==> src/rtl/hazard_ctrl_pkg.sv <==
// hazard_ctrl_pkg: shared types and default latencies for the pipeline hazard controller.
package hazard_ctrl_pkg;

    localparam int DEF_MUL_CYCLES = 3;
    localparam int DEF_DIV_CYCLES = 32;

    typedef enum logic [1:0] {
        MC_IDLE,
        MC_RUN,
        MC_DONE
    } mc_state_t;

    typedef struct packed {
        logic stall_f;
        logic stall_d;
        logic stall_e;
        logic stall_m;
        logic flush_d;
        logic flush_e;
        logic flush_m;
        logic flush_w;
    } stall_flush_t;

endpackage

==> src/rtl/hazard_ctrl_mc_counter.sv <==
// hazard_ctrl_mc_counter: mul/div occupancy FSM; an N-cycle op spends 1 cycle in IDLE, N-2 in RUN, 1 in DONE.
module hazard_ctrl_mc_counter
    import hazard_ctrl_pkg::*;
#(
    parameter int MUL_CYCLES = DEF_MUL_CYCLES,
    parameter int DIV_CYCLES = DEF_DIV_CYCLES
) (
    input  logic      clk,
    input  logic      resetn,
    input  logic      i_start,
    input  logic      i_div,
    input  logic      i_mstall,
    output mc_state_t o_state,
    output logic      o_busy,
    output logic      o_done
);

    localparam int CW = $clog2(DIV_CYCLES);
    localparam logic [CW-1:0] MUL_LOAD = CW'(MUL_CYCLES - 2);
    localparam logic [CW-1:0] DIV_LOAD = CW'(DIV_CYCLES - 2);

    mc_state_t     r_state;
    logic [CW-1:0] r_cnt;
    logic [CW-1:0] w_load;

    assign w_load  = i_div ? DIV_LOAD : MUL_LOAD;
    assign o_state = r_state;
    assign o_busy  = (r_state == MC_RUN);
    assign o_done  = (r_state == MC_DONE);

    // Whole FSM freezes under a memory stall so the result stays aligned with E.
    always_ff @(posedge clk or negedge resetn) begin
        if (!resetn) begin
            r_state <= MC_IDLE;
            r_cnt   <= '0;
        end else if (!i_mstall) begin
            case (r_state)
                MC_IDLE: if (i_start) begin
                    r_cnt   <= w_load;
                    r_state <= (w_load == '0) ? MC_DONE : MC_RUN;
                end
                MC_RUN: begin
                    r_cnt <= r_cnt - 1'b1;
                    if (r_cnt == CW'(1)) r_state <= MC_DONE;
                end
                default: r_state <= MC_IDLE;
            endcase
        end
    end

endmodule

==> src/rtl/hazard_ctrl.sv <==
// hazard_ctrl: merges memory, mul/div, redirect and load-use hazards into per-stage stall/flush strobes.
module hazard_ctrl
    import hazard_ctrl_pkg::*;
#(
    parameter int MUL_CYCLES = DEF_MUL_CYCLES,
    parameter int DIV_CYCLES = DEF_DIV_CYCLES
) (
    input  logic clk,
    input  logic resetn,
    input  logic load_use,
    input  logic ex_redirect,
    input  logic ex_mc_start,
    input  logic ex_mc_div,
    input  logic if_busy,
    input  logic i_data_ok,
    input  logic mem_req,
    input  logic d_data_ok,
    output logic stall_f,
    output logic stall_d,
    output logic stall_e,
    output logic stall_m,
    output logic flush_d,
    output logic flush_e,
    output logic flush_m,
    output logic flush_w,
    output logic drop_ifetch,
    output logic mc_busy,
    output logic mc_done
);

    mc_state_t    w_mc_state;
    stall_flush_t w_sf;
    logic         w_mstall;
    logic         w_mc_stall;
    logic         w_stall_e;
    logic         w_redirect_acc;
    logic         w_load_use;
    logic         w_drop_now;
    logic         r_drop_pending;

    hazard_ctrl_mc_counter #(
        .MUL_CYCLES(MUL_CYCLES),
        .DIV_CYCLES(DIV_CYCLES)
    ) u_mc (
        .clk     (clk),
        .resetn  (resetn),
        .i_start (ex_mc_start),
        .i_div   (ex_mc_div),
        .i_mstall(w_mstall),
        .o_state (w_mc_state),
        .o_busy  (mc_busy),
        .o_done  (mc_done)
    );

    assign w_mstall       = mem_req & ~d_data_ok;
    assign w_mc_stall     = (w_mc_state == MC_RUN) | ((w_mc_state == MC_IDLE) & ex_mc_start);
    assign w_stall_e      = w_mstall | w_mc_stall;
    assign w_redirect_acc = ex_redirect & ~w_stall_e & (w_mc_state != MC_RUN);
    assign w_load_use     = load_use & ~w_stall_e & ~w_redirect_acc;
    // Wrong-path response: either the one already pending or one racing the redirect itself.
    assign w_drop_now     = r_drop_pending | (w_redirect_acc & if_busy);

    // Weaker flushes are gated by stall_e, so no stage ever sees stall and flush together.
    always_comb begin
        w_sf.stall_f = w_stall_e | w_load_use | r_drop_pending | (if_busy & ~i_data_ok);
        w_sf.stall_d = w_stall_e | w_load_use;
        w_sf.stall_e = w_stall_e;
        w_sf.stall_m = w_mstall;
        w_sf.flush_d = w_redirect_acc;
        w_sf.flush_e = w_redirect_acc | w_load_use;
        w_sf.flush_m = w_mc_stall & ~w_mstall;
        w_sf.flush_w = w_mstall;
    end

    assign {stall_f, stall_d, stall_e, stall_m, flush_d, flush_e, flush_m, flush_w} = resetn ? w_sf : '0;
    assign drop_ifetch = resetn & i_data_ok & w_drop_now;

    always_ff @(posedge clk or negedge resetn) begin
        if (!resetn) r_drop_pending <= 1'b0;
        else         r_drop_pending <= w_drop_now & ~i_data_ok;
    end

endmodule
==> config.mk <==
export PLATFORM = sky130hd
export DESIGN_NAME = hazard_ctrl
export DESIGN_NICKNAME = d
export VERILOG_FILES = /design/src/rtl/hazard_ctrl_pkg.sv /design/src/rtl/hazard_ctrl_mc_counter.sv /design/src/rtl/hazard_ctrl.sv
export SDC_FILE = /design/constraint.sdc
export NUM_CORES = 1
export LEC_CHECK = 0
export ABC_AREA = 1
export CAP_MARGIN = 20
export CORE_MARGIN = 2
export CORE_UTILIZATION = 35
export CTS_CLUSTER_SIZE = 28
export DETAILED_ROUTE_END_ITERATION = 16
export MAX_ROUTING_LAYER = met4
export PLACE_DENSITY = 0.69
export SYNTH_ARGS = -nofsm -noshare
export SYNTH_HDL_FRONTEND = slang
export SYNTH_SLANG_ARGS = --single-unit
==> constraint.sdc <==
create_clock -name clk -period 1.49 [get_ports clk]
set_clock_uncertainty 0.15 [all_clocks]
set_input_delay 0.298 -clock clk [delete_from_list [all_inputs] [get_ports clk]]
set_output_delay 0.298 -clock clk [all_outputs]
set_load 0.005 [all_outputs]
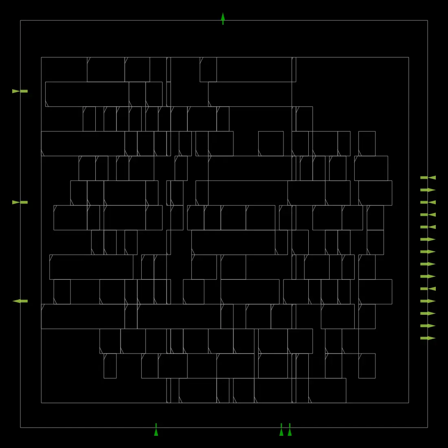
*Cell outlines without signal wires, run 1*
Core Util, Final: 58.1%
Core Rows: 14

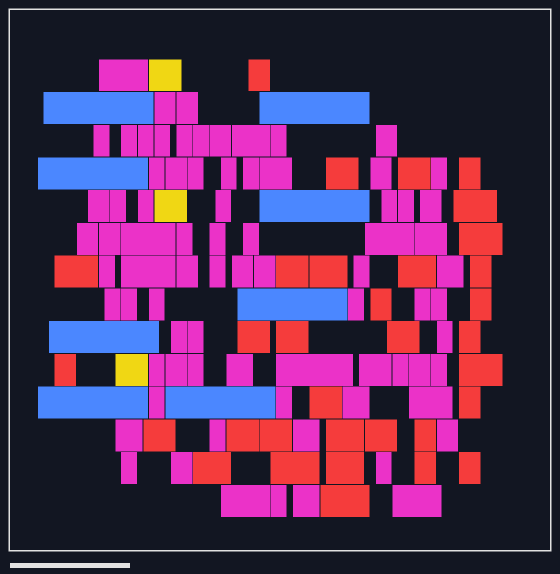
*Placement by cell class, run 1*
The bar under the picture is 10 µm long.
remaining logic cells: in magenta, cells 77. remaining buffers and delay cells: in red, cells 33. registers: in blue, cells 8. clock-net drivers: in yellow, cells 3.

==> flow_metrics.py, run 1 <==
# Synthesis and PnR figures
metrics = {
    "synthesis": {
        "ys_sh_aoi_pct": 11.1,
        "synth_xor_xnor_area_share_pct": 1.50,
        "syn_area_um2": 584,
        "yosysUniqueCellTypes": 21,
        "simple_gate_share_pct": 36.0,
        "top_cell": "nand2_1",
        "ys_cells": 86,
        "synthFlopType": "dfrtp_1",
        "ys.flops": 8,
    },
    "die": {
        "fp_util_pct": 37.9,
        "io_pins": 21,
        "die.size.y_um": 44.9,
        "die_area_um2": 2010,
        "chipWidth_um": 44.9,
    },
    "setup_path": {
        "startpoint": "u_mc.o_state[0]",
        "cp.required_ns": 1.04,
        "r2r_cells": 5,
        "critPathLaunchType": "flip-flop",
        "crit_family": "flip-flops",
        "r2r-start": "u_mc.r_cnt[0]",
        "r2r-end": "u_mc.r_cnt[1]",
        "critPathCapture": "drop_ifetch",
        "regToRegSetupSlack_ns": 0.17,
        "cp.depth": 6,
    },
    "timing": {
        "slew_headroom_pct": 85.9,
        "setup_viol": 7,
        "tns_ns": -0.722,
        "fin_ws_ns": -0.169,
    },
    "clock_tree": {
        "htree_levels": 1,
        "cts_hold_buf": 0,
        "cts_resized": 59,
        "clockBufferDepth": 2,
    },
    "cells_and_area": {
        "clock_area_share_pct": 2.51,
        "finalNetCount": 135,
        "final_common_cell": "nand2_1",
        "diodes": 0,
        "syn2layout_area_growth_pct": 53.3,
        "seq_share_pct": 22.3,
        "comb_area_share_pct": 38.1,
        "layout_top_cells": "19 x nand2_1, 14 x inv_1, 11 x buf_2, 11 x buf_4, 8 x dfrtp_1",
        "n_fill_cell": 158,
        "comb_cells": 59,
        "final_area_um2": 896,
        "nonClockBufferCount": 33,
    },
    "run": {
        "tool_warnings": 29,
    },
    "placed_design": {
        "routabilityCongestion": 0.804,
    },
    "outcome": {
        "failed_checks": "setup timing",
        "status": "finished, violations left",
    },
    "power": {
        "power.internal_uw": 706,
        "p_seq_uw": 370,
        "powerComb_uw": 694,
        "power_mw": 1.23,
        "pwr-share-comb_pct": 56.4,
    },
    "global_routing": {
        "grt_use_met1_pct": 19.4,
        "grt_max_degree": 9,
    },
    "route": {
        "vias": 662,
    },
}
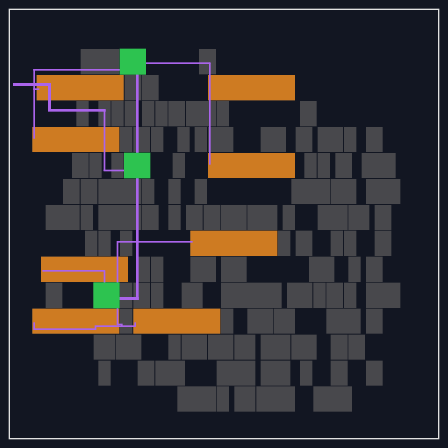
*Clock distribution, run 1*
clock-net drivers: in green, count 3. clock wires: in purple, length 126 µm. flip-flops: in orange, count 8.
There are 4 routed clock nets.

==> run 2: changes to the inputs <==
Settings changed: CORE_MARGIN 2 to 3.
==> run 2 against run 1 <==
Against the previous run: the run still ends with setup timing left; area after synthesis is the same; utilization grew 5.7 points; sequential share of layout area shrank 2.0 points; setup slack gained 0.010 ns; first-iteration DRC count shrank 33%.
==> flow_metrics.py, run 2 <==
# Synthesis and PnR figures
metrics = {
    "outcome": {
        "status": "finished, violations left",
        "failed_checks": "setup timing",
    },
    "cells_and_area": {
        "final_common_cell": "nand2_1",
        "finalNetCount": 143,
        "final_area_um2": 983,
        "nonClockBufferCount": 41,
        "clock_area_share_pct": 2.29,
        "comb_cells": 59,
    },
    "timing": {
        "slew_headroom_pct": 84.5,
        "fin_ws_ns": -0.158,
        "setup_viol": 8,
    },
    "placed_design": {
        "routabilityCongestion": 0.797,
    },
    "power": {
        "p_seq_uw": 370,
        "power.internal_uw": 744,
    },
    "synthesis": {
        "ys_cells": 86,
        "simple_gate_share_pct": 36.0,
        "syn_area_um2": 584,
        "synth_xor_xnor_area_share_pct": 1.50,
        "synthFlopType": "dfrtp_1",
        "ys.flops": 8,
        "top_cell": "nand2_1",
    },
    "setup_path": {
        "critPathCapture": "drop_ifetch",
        "startpoint": "u_mc.o_state[0]",
        "cp.depth": 6,
        "regToRegSetupSlack_ns": -0.08,
        "r2r-start": "u_mc.o_state[0]",
    },
    "global_routing": {
        "grt_max_degree": 8,
        "grt_use_met1_pct": 19.5,
    },
    "clock_tree": {
        "cts_hold_buf": 1,
        "cts_resized": 65,
    },
    "die": {
        "die_area_um2": 2200,
        "rows": 14,
        "fp_util_pct": 37.9,
        "die.size.y_um": 46.9,
        "chipWidth_um": 46.9,
    },
    "run": {
        "tool_warnings": 29,
    },
}
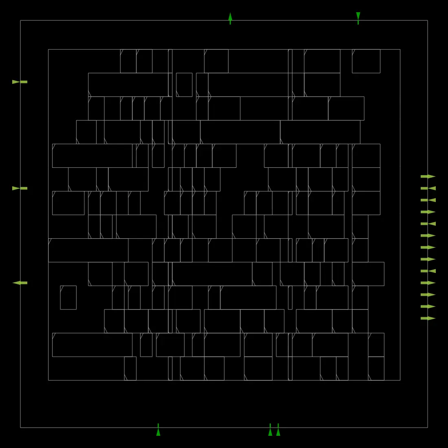
*Cell outlines without signal wires, run 2*
Seq Cell Count: 8
Core Util, Final: 63.8%
Seq area share: 20.4%
fillers: 152

Power and IR drop assume default switching activity.
